### The metal 3 layer, run 1

Scale: 3 px per um.
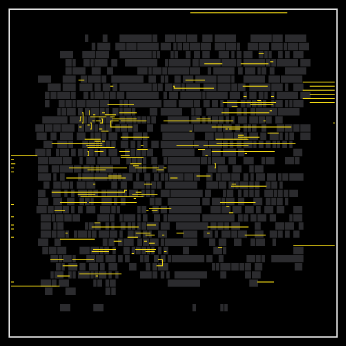
### Clock wiring as the flow saved it, run 1

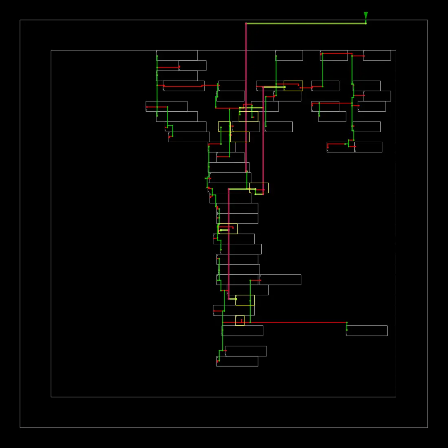
### Cells colored by class, run 1

Scale: 2 px per um.
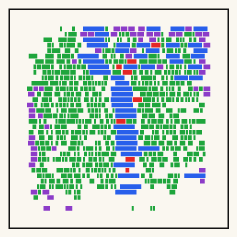
===== config.mk =====
export PLATFORM = sky130hd
export DESIGN_NAME = fp_to_int
export DESIGN_NICKNAME = d
export VERILOG_FILES = /design/src/rtl/fp_pkg.sv /design/src/rtl/fp_round.sv /design/src/rtl/fp_to_int.sv
export SDC_FILE = /design/constraint.sdc
export NUM_CORES = 1
export LEC_CHECK = 0
export CORE_MARGIN = 8
export CORE_UTILIZATION = 59
export CTS_CLUSTER_DIAMETER = 150
export DETAILED_ROUTE_END_ITERATION = 8
export GPL_ROUTABILITY_DRIVEN = 1
export PLACE_DENSITY = 0.93
export SYNTH_ARGS = -nofsm -noshare
export SYNTH_HDL_FRONTEND = slang
export SYNTH_SLANG_ARGS = --single-unit

===== constraint.sdc =====
create_clock -name clk -period 8.7 [get_ports clk]
set_input_delay 2.61 -clock clk [delete_from_list [all_inputs] [get_ports clk]]
set_output_delay 2.61 -clock clk [all_outputs]
set_load 0.03 [all_outputs]

===== src/rtl/fp_pkg.sv =====
// rtl/fp_pkg.sv - shared FP format defaults, rounding modes and status bit indices
// Shared by fp_to_int and the FP add/sub unit so rounding behaviour stays identical.
package fp_pkg;

  localparam int FP_EXP_W  = 5;
  localparam int FP_FRAC_W = 10;
  localparam int FP_BIAS   = 15;

  typedef enum logic [2:0] {
    RND_RNE = 3'd0,
    RND_RTZ = 3'd1,
    RND_RUP = 3'd2,
    RND_RDN = 3'd3,
    RND_RNA = 3'd4
  } rnd_mode_e;

  localparam int ST_INVALID = 0;
  localparam int ST_INEXACT = 1;
  localparam int ST_ZERO    = 2;
  localparam int ST_DENORM  = 3;

endpackage


===== src/rtl/fp_round.sv =====
// rtl/fp_round.sv - magnitude rounding from guard/sticky bits, sign-aware directed modes
// Unlisted mode encodings fall through to round-to-nearest-even.
module fp_round
  import fp_pkg::*;
#(
  parameter int P_W = 16
) (
  input  logic [P_W-1:0] mag_i,
  input  logic           guard_i,
  input  logic           sticky_i,
  input  logic           sign_i,
  input  logic [2:0]     rnd_i,
  output logic [P_W:0]   mag_o,
  output logic           inexact_o
);

  logic inc;

  always_comb begin
    inc = 1'b0;
    case (rnd_i)
      RND_RTZ: inc = 1'b0;
      RND_RUP: inc = (guard_i | sticky_i) & ~sign_i;
      RND_RDN: inc = (guard_i | sticky_i) & sign_i;
      RND_RNA: inc = guard_i;
      default: inc = guard_i & (sticky_i | mag_i[0]);
    endcase
  end

  assign mag_o     = {1'b0, mag_i} + {{P_W{1'b0}}, inc};
  assign inexact_o = guard_i | sticky_i;

endmodule


===== src/rtl/fp_to_int.sv =====
// rtl/fp_to_int.sv - 2-stage FP to signed integer converter with valid/ready handshake
// S1 decodes and aligns to integer + guard/sticky; S2 rounds, saturates and flags.
module fp_to_int
  import fp_pkg::*;
#(
  parameter int P_EXP  = FP_EXP_W,
  parameter int P_FRAC = FP_FRAC_W,
  parameter int P_BIAS = FP_BIAS,
  parameter int P_WORD = 1 + P_EXP + P_FRAC,
  parameter int P_INT  = 16
) (
  input  logic              clk,
  input  logic              rst,
  input  logic              in_vld,
  output logic              in_rdy,
  input  logic [P_WORD-1:0] a,
  input  logic [2:0]        rnd,
  output logic              out_vld,
  input  logic              out_rdy,
  output logic [P_INT-1:0]  z,
  output logic [7:0]        status
);

  localparam int SHW = P_FRAC + P_BIAS;
  localparam logic [P_INT:0]   LIM_POS = {2'b00, {(P_INT-1){1'b1}}};
  localparam logic [P_INT:0]   LIM_NEG = {2'b01, {(P_INT-1){1'b0}}};
  localparam logic [P_INT-1:0] Z_MAX   = {1'b0, {(P_INT-1){1'b1}}};
  localparam logic [P_INT-1:0] Z_MIN   = {1'b1, {(P_INT-1){1'b0}}};

  logic                sign_w;
  logic [P_EXP-1:0]    exp_w;
  logic [P_FRAC-1:0]   frac_w;
  logic [P_FRAC:0]     sig_w;
  logic [P_FRAC+SHW:0] ext_w;
  int                  e_w;

  logic [P_INT-1:0] mag_d;
  logic             guard_d, sticky_d, big_d, nan_d, denorm_d;

  logic             s1_vld_q, s1_sign_q, s1_guard_q, s1_sticky_q;
  logic             s1_big_q, s1_nan_q, s1_denorm_q;
  logic [P_INT-1:0] s1_mag_q;
  logic [2:0]       s1_rnd_q;

  logic             out_vld_q;
  logic [P_INT-1:0] z_q, z_d;
  logic [7:0]       status_q, status_d;

  logic             s2_adv, in_fire, inv_w, inexact_w;
  logic [P_INT:0]   rmag_w;

  assign {sign_w, exp_w, frac_w} = a;

  assign s2_adv  = !out_vld_q || out_rdy;
  assign in_rdy  = !rst && (!s1_vld_q || s2_adv);
  assign in_fire = in_vld && in_rdy;

  // Right shifts park discarded bits below the integer field so guard/sticky fall out directly.
  always_comb begin
    sig_w    = {(exp_w != '0), frac_w};
    e_w      = (exp_w == '0) ? 1 - P_BIAS : int'(exp_w) - P_BIAS;
    ext_w    = '0;
    mag_d    = '0;
    guard_d  = 1'b0;
    sticky_d = 1'b0;
    nan_d    = (&exp_w) && (frac_w != '0);
    big_d    = (&exp_w) || (e_w >= P_INT);
    denorm_d = (exp_w == '0) && (frac_w != '0);
    if (e_w >= P_FRAC) begin
      mag_d = P_INT'(sig_w) << (e_w - P_FRAC);
    end else begin
      ext_w    = {sig_w, {SHW{1'b0}}} >> (P_FRAC - e_w);
      mag_d    = P_INT'(ext_w[P_FRAC+SHW -: P_FRAC+1]);
      guard_d  = ext_w[SHW-1];
      sticky_d = |ext_w[SHW-2:0];
    end
  end

  fp_round #(.P_W(P_INT)) u_round (
    .mag_i     (s1_mag_q),
    .guard_i   (s1_guard_q),
    .sticky_i  (s1_sticky_q),
    .sign_i    (s1_sign_q),
    .rnd_i     (s1_rnd_q),
    .mag_o     (rmag_w),
    .inexact_o (inexact_w)
  );

  // Negative side may reach exactly 2^(P_INT-1) without saturating.
  always_comb begin
    inv_w = 1'b1;
    z_d   = Z_MAX;
    if (s1_nan_q) begin
      z_d = Z_MAX;
    end else if (s1_big_q || (s1_sign_q ? (rmag_w > LIM_NEG) : (rmag_w > LIM_POS))) begin
      z_d = s1_sign_q ? Z_MIN : Z_MAX;
    end else begin
      inv_w = 1'b0;
      z_d   = s1_sign_q ? (~rmag_w[P_INT-1:0] + P_INT'(1)) : rmag_w[P_INT-1:0];
    end
    status_d             = '0;
    status_d[ST_INVALID] = inv_w;
    status_d[ST_INEXACT] = inexact_w && !inv_w;
    status_d[ST_ZERO]    = (z_d == '0);
    status_d[ST_DENORM]  = s1_denorm_q;
  end

  always_ff @(posedge clk) begin
    if (rst) begin
      s1_vld_q  <= 1'b0;
      out_vld_q <= 1'b0;
      z_q       <= '0;
      status_q  <= '0;
    end else begin
      if (in_fire) begin
        s1_vld_q <= 1'b1;
      end else if (s2_adv) begin
        s1_vld_q <= 1'b0;
      end
      if (s2_adv) begin
        out_vld_q <= s1_vld_q;
        if (s1_vld_q) begin
          z_q      <= z_d;
          status_q <= status_d;
        end
      end
    end
  end

  always_ff @(posedge clk) begin
    if (in_fire) begin
      s1_sign_q   <= sign_w;
      s1_mag_q    <= mag_d;
      s1_guard_q  <= guard_d;
      s1_sticky_q <= sticky_d;
      s1_big_q    <= big_d;
      s1_nan_q    <= nan_d;
      s1_denorm_q <= denorm_d;
      s1_rnd_q    <= rnd;
    end
  end

  assign out_vld = out_vld_q;
  assign z       = z_q;
  assign status  = status_q;

endmodule

==> results_slide.txt, run 1 <==
Key Metrics from the Run

Layout
  • Combinational Area: 3590 um2
  • Logic share of the area: 64.3%
  • Buffers, non-clock: 53
  • Fin nets: 731
  • Top cells excl fill/tap: nor2_1, nand2_1, a21oi_1
  • Sequential cell area share: 21.3%
  • Layout clock buffer count: 6
  • Finished Core Util: 65.7%
  • P&R area growth vs syn: 10.2%
  • Clk tree area frac: under 10%
  • Ratio of cells with drive above 1 in the final layout: 6.89%
  • Seq. cell area: 1190 um2
  • Non-clock buffer share: 9.09%
  • Fill cells: 715
  • Fin cells: 790
  • Multi-input gates: 558
  • Invs w/o clock: 16
  • Top cell category: multi-input combinational cells
  • Inserted Diodes: 0

Worst setup path
  • Worst Path Required: 8.86 ns
  • Data arrival, critical path: around 7.3 ns
  • Register-to-register setup slack: approximately 3.4 ns
  • Critical R2R Launch: s1_sign_q
  • CP Cell Sequence: clkdlybuf4s50_1, clkinv_1, ha_1, nor4b_4, buf_4, nor2_1, buf_4, inv_1, ha_1, nor2_1, a21oi_1, o21ai_0, ha_1, nand4_1, nor4_1, nand4b_1, a2111oi_0, nand4_1, o211ai_1, and3_1, o211ai_1, a21oi_1
  • Cell family with most CP delay: AND-OR/OR-AND gates
  • Max incr delay on CP: 0.46 ns
  • Startpoint types: primary input
  • Most frequent CP cell: ha_1
  • Critical path fanouts, max: 27
  • R2r endpoint: z[2]
  • Critical Path Start: a[10]
  • Critical Path Slowest Stage Cell: a2111oi_0
  • Number of cells on the critical path: 22
  • Reg2reg path depth: 16
  • CP endpoint: s1_sticky_q
  • Setup crit end kind: register

Clock network
  • Root Driver: clkbuf_8
  • Clock Pin Slew Worst Setup and Hold Paths: 0.09 ns
  • Setup Buffers After CTS: 0
  • Post-cts resize count: 0
  • CTS tree: built
  • Clock Path Buffers: 2
  • Max H-tree Level: 2
  • Hold buffers post-CTS: 0

Timing
  • Skew final: 0.0153 ns
  • Post-route setup TNS: 0 ns
  • Final Critical Period: 7.12 ns
  • RSZ-0062 raised after global routing: no
  • Fmax: roughly 0.14 GHz
  • Relative slew margins: 25.5%
  • Count of final max-slew check failures: 0
  • Hold Vio Cnt, Final: 0
  • Final setup vio count: 0
  • Final WS setup: ~1.6 ns
  • Final hold slack: around 0.47 ns

Logic synthesis
  • Top-area cell share: between 10 and 15%
  • Simple-Gate Area Share: 28.1%
  • Ys async rst share: 0%
  • Fa+ha+maj area frac: 6.66%
  • Mux share: 3.31%
  • Synth Seq Share: 23.5%
  • Gate Count Post-Synth: about 670
  • XOR-XNOR Cells, Area Fraction: 6.56%
  • Comb area leader: simple AND/OR/NAND/NOR gates
  • Post-synth regs: ~47
  • Synth area leader: edfxtp_1
  • Mapped cell area: 5070 um2
  • Mean post-synth cell area: 7.59 um2
  • # Cells Yosys: 668
  • Ao+oa area frac: 25.8%
  • Unique masters post-synth: about 81
  • Yosys stat chip area: between 5000 and 6000 um2
  • Synth warn: 0
  • Largest cells by area: edfxtp_1, dfxtp_1, ha_1

Worst hold path
  • Hold Path Class: register to register
  • Min-Delay Startpoint: status[3]
  • Hold EP: status[3]

Status
  • Status: finished clean

Global route
  • Largest net degree at the start of global routing: 37
  • Global-route usage over all layers: approximately a quarter
  • Vias in the first global route: just under 5k
  • GR peak layer: met2
  • Initial antenna violation count: 0
  • Remaining Overflow, GRT: 0
  • Met2 GRT Util: slightly above 40%

Pwr
  • Net Sw Frac: 36.7%
  • Combinational Power: 0.238 mW
  • Power Density: 112 nW/um2
  • Comb pwr share: between 30% and 40%
  • Sequential power: around 0.25 mW
  • Top Consumer: sequential cells
  • Seq pwr share: 39.8%
  • Clock Power Share: 22.0%
  • P_sw: around 0.23 mW
  • Pint: a little under 0.4 mW
  • Design Power: ~0.62 mW
  • VDD IR max: 0.0645 mV
  • Leakage: ~2 nW

Floorplanning
  • Die Span X: 109 um
  • Floorplan utilization: 59.6%
  • # IOs: a little under 50
  • Cell Rows: 34
  • Area of the die: ~12000 um2
  • CORE AREA: ~8500 um2
  • TAP cells: 108

Placement
  • Dpl cell area: 5490 um2
  • Final HPWL DP: 10700 um
  • Worst slack, placed: 1.39 ns
  • Input/output buffers: 44
  • # placed instances: around 780
  • RePlAce Congestion: between 0.9 and 1

Route
  • Iteration-0 DRC Markers: about 370
  • Top sig layer: met4
  • M1 WL: 5510 um
  • Wire length on met2: 6680 um
  • Antenna Nets Post-Route: 0
  • Final wirelength: approximately 14000 um
  • Met3 wire length: ~850 um
  • Pre-Repair DR Iteration Count: 5

Flow run
  • OpenROAD warnings: 32
Back to the opening pictures, 'The metal 3 layer':
longest straight run = 32.0 um
main direction = horizontal

Back to the opening pictures, 'Clock wiring as the flow saved it':
clk_lat worst skew: 0.30 ns
Flop Count: 47
Num CTS Buffers: 5
Sink Count: 47

Back to the opening pictures, 'Cells colored by class':
green -> remaining logic cells  # cells 574, share of their area 67%
red -> clock drivers and dummy loads  # cells 8, share of their area 1.8%
blue -> sequential cells  # cells 47, share of their area 22%
purple -> remaining buffers and delay cells  # cells 53, share of their area 9.3%

## run 1: Yosys cell counts, drive strengths merged, types with 7 or more instances
| cell type | n |
|---|---|
| a211oi | 14 |
| a21oi | 53 |
| a31oi | 9 |
| and3 | 8 |
| buf | 18 |
| clkbuf | 32 |
| dfxtp | 22 |
| edfxtp | 25 |
| ha | 27 |
| inv | 15 |
| mux2i | 10 |
| nand2 | 55 |
| nand2b | 17 |
| nand3 | 29 |
| nand4 | 15 |
| nor2 | 75 |
| nor3 | 27 |
| nor4 | 12 |
| o21ai | 42 |
| o22ai | 10 |
| o31ai | 8 |
| or3 | 7 |
| xnor2 | 21 |
| xor2 | 17 |
### Nets reached from selected ports, run 1

Scale: 4 px per um.
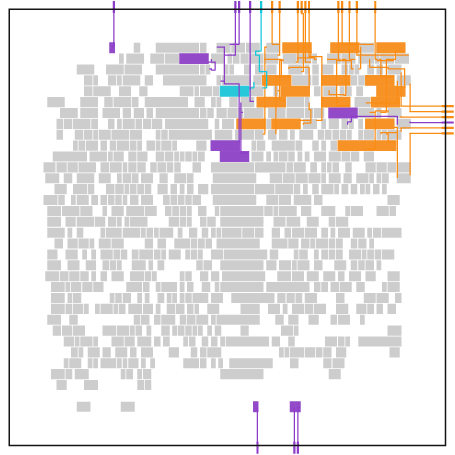

## Run 2: what changed since run 1
- clock period: 8.7 -> 7.25 ns (I/O delays scaled with it)
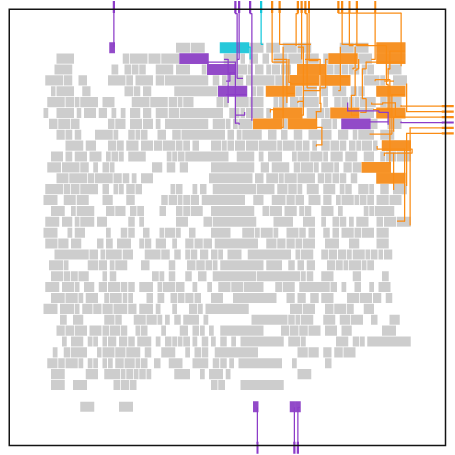
*Nets reached from selected ports, run 2*
Scale: 4 px per um.
orange -> z  # direction output, edge 11 north, 5 east, end cells 16, buffers 16, wire 585 um
cyan -> out_vld  # direction output, edge north, end cells 1, buffers 1, wire 13.0 um
purple -> status  # direction output, edge 4 north, 3 south, 1 east, end cells 8, buffers 4, wire 174 um

==> run 2 against run 1 <==
Clock skew rose by 0.0013 ns. Sequential cell count did not move. Global-route usage rose by 0.31 points. Critical path depth fell by 3. Worst hold slack got worse by 0.015 ns. Sequential share of layout area fell by 0.052 points. Non-clock buffer count rose by 1. Total power rose by 23%. Clock power rose by 28%. Sequential power rose by 21%. Setup slack got worse by 0.96 ns. Die size did not move. Critical path type unchanged. Largest cell class unchanged.
==> results_slide.txt, run 2 <==
Key Metrics from the Run

Status
  • Status: finished clean

Logic synthesis
  • Ys async rst share: 0% (unchanged)
  • Yosys stat chip area: 5070 um2 (unchanged)
  • Top-area cell share: 14.8% (unchanged)
  • Synth Seq Share: 23.5% (unchanged)
  • Synth warn: 0 (unchanged)
  • Ao+oa area frac: 25.8% (unchanged)
  • Post-synth regs: 47 (unchanged)
  • Unique masters post-synth: 81 (unchanged)
  • Simple-Gate Area Share: 28.1% (unchanged)
  • Gate Count Post-Synth: 668 (unchanged)
  • # Cells Yosys: 668 (unchanged)
  • Mapped cell area: 5070 um2 (unchanged)
  • Synth cell count leaders: nor2_1, nand2_1, a21oi_1
  • Fa+ha+maj area frac: 6.66% (unchanged)
  • Comb area leader: simple AND/OR/NAND/NOR gates
  • Count leader, synth: nor2_1
  • Mux share: 3.31% (unchanged)
  • Mean post-synth cell area: 7.59 um2 (unchanged)
  • Largest cells by area: edfxtp_1, dfxtp_1, ha_1
  • XOR-XNOR Cells, Area Fraction: 6.56% (unchanged)

Placement
  • Dpl cell area: 5500 um2 (+0.14%)
  • Final HPWL DP: 11000 um (+2.9%)
  • # placed instances: 783 (+0.13%)
  • Worst slack, placed: 0.395 ns (-0.990 ns)
  • Input/output buffers: 44 (unchanged)
  • RePlAce Congestion: 0.972 (-0.13%)

Layout
  • Ratio of cells with drive above 1 in the final layout: 6.88% (-0.010 points)
  • Fin cells: 791 (+0.13%)
  • Multi-input gates: 558 (unchanged)
  • Top cell category: multi-input combinational cells
  • Invs w/o clock: 16 (unchanged)
  • Non-clock buffer share: 9.20% (+0.11 points)
  • Inserted Diodes: 0 (unchanged)
  • Flop Count: 47 (unchanged)
  • Fill cells: 755 (+5.6%)
  • Sequential cell area share: 21.3% (-0.052 points)
  • P&R area growth vs syn: 10.4%
  • Seq. cell area: 1190 um2 (unchanged)
  • Clk tree area frac: 1.85% (+0.11 points)
  • Most numerous logic cell after layout: nor2_1
  • Finished Core Util: 65.8% (+0.16 points)
  • Buffers, non-clock: 54 (+1.9%)
  • Combinational Area: 3590 um2 (unchanged)
  • Top cells excl fill/tap: nor2_1, nand2_1, a21oi_1
  • Logic share of the area: 64.2% (-0.16 points)
  • Layout clock buffer count: 7 (+1)

Global route
  • Remaining Overflow, GRT: 0 (unchanged)
  • Vias in the first global route: 4933 (unchanged)
  • Global-route usage over all layers: 24.0% (+0.31 points)
  • First-pass GRT wire length: 23500 um
  • Met2 GRT Util: 42.9% (+2.5 points)
  • Met3 usage: 2.78%
  • GR peak layer: met2
  • GRT met1 Usage: 28.2%
  • Initial antenna violation count: 0 (unchanged)
  • Largest net degree at the start of global routing: 37 (unchanged)

Route
  • Iteration-0 DRC Markers: 437 (+19%)
  • Pre-Repair DR Iteration Count: 6 (+1)
  • Met3 wire length: 986 um (+16%)
  • Vias post-DR: 5304
  • Wire length on met2: 7300 um (+9.3%)
  • M1 WL: 5700 um (+3.3%)
  • Drc violations: 0
  • Final wirelength: 14500 um (+4.7%)
  • Top sig layer: met4
  • Antenna Nets Post-Route: 0 (unchanged)

Timing
  • Post-route setup TNS: 0 ns (unchanged)
  • Final WS setup: 0.620 ns (-0.961 ns)
  • Count of final max-slew check failures: 0 (unchanged)
  • Final Critical Period: 6.63 ns
  • RSZ-0062 raised after global routing: no
  • Final hold slack: 0.459 ns (-0.0147 ns)
  • Skew final: 0.0166 ns (+0.00130 ns)
  • Hold Vio Cnt, Final: 0 (unchanged)
  • Relative slew margins: 27.0% (+1.6 points)
  • Final setup vio count: 0 (unchanged)
  • Fmax: around 0.15 GHz

Worst setup path
  • Worst Path Required: 7.41 ns (-1.45 ns)
  • Setup crit end kind: register
  • Reg2reg path depth: 16 (unchanged)
  • Critical path fanouts, max: 18 (-33%)
  • Data arrival, critical path: 6.79 ns (-0.49 ns)
  • Startpoint types: primary input

Clock network
  • Clock Path Buffers: 2 (unchanged)
  • Max H-tree Level: 2 (unchanged)
  • Post-cts resize count: 0 (unchanged)
  • Hold buffers post-CTS: 0 (unchanged)
  • Setup Buffers After CTS: 0 (unchanged)
  • CTS tree: built
  • Root Driver: clkbuf_8
  • Sink Count: 47 (unchanged)
  • Clock Pin Slew Worst Setup and Hold Paths: 0.09 ns (about the same)
  • Clk_lat worst skew: 0.30 ns (about the same)

Floorplanning
  • CORE AREA: 8510 um2 (unchanged)
  • TAP cells: 108 (unchanged)
  • Die Span X: 109 um (unchanged)
  • Floorplan utilization: 59.6% (unchanged)
  • # IOs: 49 (unchanged)
  • Area of the die: 11800 um2 (unchanged)
  • Cell Rows: 34 (unchanged)

Pwr
  • Design Power: 0.767 mW (+23%)
  • Seq pwr share: 38.9% (-0.9 points)
  • P_sw: 0.281 mW (+23%)
  • Comb pwr share: 38.2% (about the same)
  • Clock Power Share: 22.9% (+0.9 points)
  • Top Consumer: sequential cells
  • Pint: 0.487 mW (+23%)
  • Leakage: 2.00 nW (+0.35%)
  • Net Sw Frac: 36.6% (-0.13 points)
  • Power Density: 137 nW/um2 (+23%)
  • Sequential power: 0.299 mW (+21%)
  • VDD IR max: 0.0704 mV (+9.2%)
  • Combinational Power: 0.293 mW (+23%)

Worst hold path
  • Hold Path Class: register to register

Flow run
  • OpenROAD warnings: 32 (unchanged)
[run 2: worst max-delay path, cell delays in order]
cell and delay (ns):
clkdlybuf4s50_1 0.42, clkinv_1 0.19, ha_1 0.21, or4b_2 0.81, nand2_1 0.21, ha_1 0.20
nor2_1 0.05, a21oi_1 0.47, o21ai_0 0.15, ha_1 0.32, nand4_1 0.09, nor4_1 0.21
nand4b_1 0.17, a2111oi_0 0.41, nand4_1 0.14, o211ai_1 0.11, and3_1 0.19, o211ai_1 0.09
a21oi_1 0.15
[run 2: final timing paths]
path / startpoint / to / slack (ns)
worst max-delay path: a[10] / s1_sticky_q / 0.62
worst min-delay path: status[3] / status[3] / 0.46
worst max register to register: s1_sign_q / z[2] / 1.87
worst min register to register: status[3] / status[3] / 0.46
## Run 3: what changed since run 2
- ABC_AREA: not set -> 0
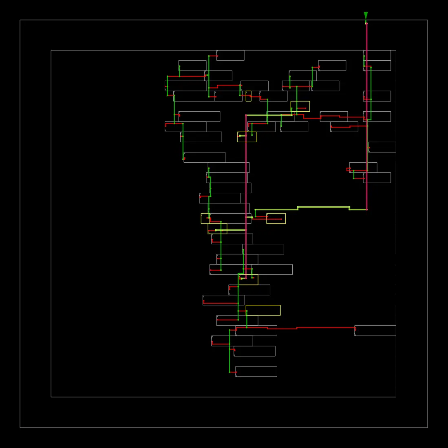
*Clock wiring as the flow saved it, run 3*
skew final: 0.0166 ns
layout clock buffer count: 7
Clock net power: 0.176 mW

==> run 3 against run 2 <==
Die size stayed put. Total power stayed put. Non-clock buffer count stayed put. Final cell count stayed put. Setup slack is the same. Largest power group unchanged. Synthesized area stayed put. Register-to-register slack barely moved. First-iteration DRC count unchanged. Sequential share of layout area unchanged. Sequential cell count unchanged. Cell area stayed put.
==> results_slide.txt, run 3 <==
Key Metrics from the Run

Status
  • Status: finished clean

Pwr
  • Power Density: 137 nW/um2 (unchanged)
  • Seq pwr share: 38.9% (about the same)
  • Top Consumer: sequential cells
  • P_sw: 0.281 mW (unchanged)
  • Comb pwr share: 38.2% (about the same)
  • Pint: 0.487 mW (unchanged)
  • Combinational Power: 0.293 mW (about the same)
  • Design Power: 0.767 mW (unchanged)
  • VDD IR max: 0.0704 mV (unchanged)
  • Sequential power: 0.299 mW (about the same)

Placement
  • # placed instances: 783 (unchanged)
  • Input/output buffers: 44 (unchanged)
  • Worst slack, placed: 0.395 ns (unchanged)
  • Final HPWL DP: 11000 um (unchanged)

Route
  • Pre-Repair DR Iteration Count: 6 (unchanged)
  • Wire length on met2: 7300 um (unchanged)
  • Drc violations: 0 (unchanged)
  • Iteration-0 DRC Markers: 437 (unchanged)
  • M1 WL: 5700 um (unchanged)
  • Vias post-DR: 5304 (unchanged)
  • Antenna Nets Post-Route: 0 (unchanged)
  • Final wirelength: 14500 um (unchanged)
  • Top sig layer: met4

Clock network
  • Sink Count: 47 (unchanged)
  • Clk_lat worst skew: 0.30 ns (about the same)
  • Clock Path Buffers: 2 (unchanged)
  • Post-cts resize count: 0 (unchanged)
  • Max H-tree Level: 2 (unchanged)
  • Root Driver: clkbuf_8
  • CTS tree: built

Layout
  • Non-clock buffer share: 9.20% (unchanged)
  • Fin cells: 791 (unchanged)
  • Combinational Area: 3590 um2 (unchanged)
  • Top cell category: multi-input combinational cells
  • Clk tree area frac: 1.85% (unchanged)
  • Logic share of the area: 64.2% (unchanged)
  • Top cells excl fill/tap: nor2_1, nand2_1, a21oi_1
  • Buffers, non-clock: 54 (unchanged)
  • Seq. cell area: 1190 um2 (unchanged)
  • Multi-input gates: 558 (unchanged)
  • Fill cells: 755 (unchanged)
  • P&R area growth vs syn: 10.4% (unchanged)
  • Invs w/o clock: 16 (unchanged)
  • Inserted Diodes: 0 (unchanged)
  • Most numerous logic cell after layout: nor2_1

Global route
  • Vias in the first global route: 4933 (unchanged)
  • GRT met1 Usage: 28.2% (unchanged)
  • Initial antenna violation count: 0 (unchanged)
  • Met3 usage: 2.78% (unchanged)
  • Met2 GRT Util: 42.9% (unchanged)
  • Remaining Overflow, GRT: 0 (unchanged)
  • Largest net degree at the start of global routing: 37 (unchanged)

Timing
  • Post-route setup TNS: 0 ns (unchanged)
  • Fmax: 0.151 GHz (unchanged)
  • Final hold slack: 0.459 ns (unchanged)
  • Count of final max-slew check failures: 0 (unchanged)
  • Final setup vio count: 0 (unchanged)
  • Hold Vio Cnt, Final: 0 (unchanged)
  • Relative slew margins: 27.0% (unchanged)
  • RSZ-0062 raised after global routing: no

Floorplanning
  • # IOs: 49 (unchanged)
  • CORE AREA: 8510 um2 (unchanged)
  • Floorplan utilization: 59.6% (unchanged)
  • Cell Rows: 34 (unchanged)

Worst setup path
  • Critical R2R Launch: s1_sign_q
  • Crit path buf inv count: 2 (unchanged)
  • Worst Path Required: 7.41 ns (about the same)
  • Startpoint types: primary input
  • CP Cell Sequence: clkdlybuf4s50_1, clkinv_1, ha_1, or4b_2, nand2_1, ha_1, nor2_1, a21oi_1, o21ai_0, ha_1, nand4_1, nor4_1, nand4b_1, a2111oi_0, nand4_1, o211ai_1, and3_1, o211ai_1, a21oi_1
  • Cell family with most CP delay: simple AND/OR/NAND/NOR gates
  • Critical Path Slowest Stage Cell: or4b_2
  • Data arrival, critical path: 6.79 ns (about the same)
  • R2r endpoint: z[2]
  • Max incr delay on CP: 0.81 ns (about the same)
  • Setup crit end kind: register
  • Reg2reg path depth: 16 (unchanged)
  • CP endpoint: s1_sticky_q
  • Most frequent CP cell: ha_1
  • Register-to-register setup slack: 1.87 ns (about the same)

Logic synthesis
  • Count leader, synth: nor2_1
  • Synth Seq Share: 23.5% (unchanged)
  • Synth cell count leaders: nor2_1, nand2_1, a21oi_1
  • # Cells Yosys: 668 (unchanged)
  • Post-synth regs: 47 (unchanged)
  • Mean post-synth cell area: 7.59 um2 (unchanged)
  • Top-area cell share: 14.8% (unchanged)
  • Gate Count Post-Synth: 668 (unchanged)
  • Ys async rst share: 0% (unchanged)
  • Largest cells by area: edfxtp_1, dfxtp_1, ha_1

Worst hold path
  • Hold Path Class: register to register
  • Min-Delay Startpoint: status[3]
  • Hold EP: status[3]
==> run 3: cell counts after synthesis <==
Identical to the previous run, type by type.
==> run 3: cells by family (layout without fill, tap and decap cells) <==
kind of cell,after synthesis,after routing,share of synthesized area (%)
other,1,4,0.0739
buffers and inverters,66,78,6.02
flip-flops,47,47,23.5
AND-OR/OR-AND,195,195,25.8
multiplexers,16,16,3.31
AND/OR/NAND/NOR,278,278,28.1
XOR/XNOR,38,38,6.56
adder cells (fa/ha/maj),27,27,6.66
==> run 3: metrics by stage <==
step	instance area, um2	util, %
floorplan	5080	-
global placement	5500	64.6
detailed placement	5500	64.6
CTS	5600	65.8
global route	5600	65.8
finish	5600	65.8
Power is estimated from default activity; no workload was simulated.
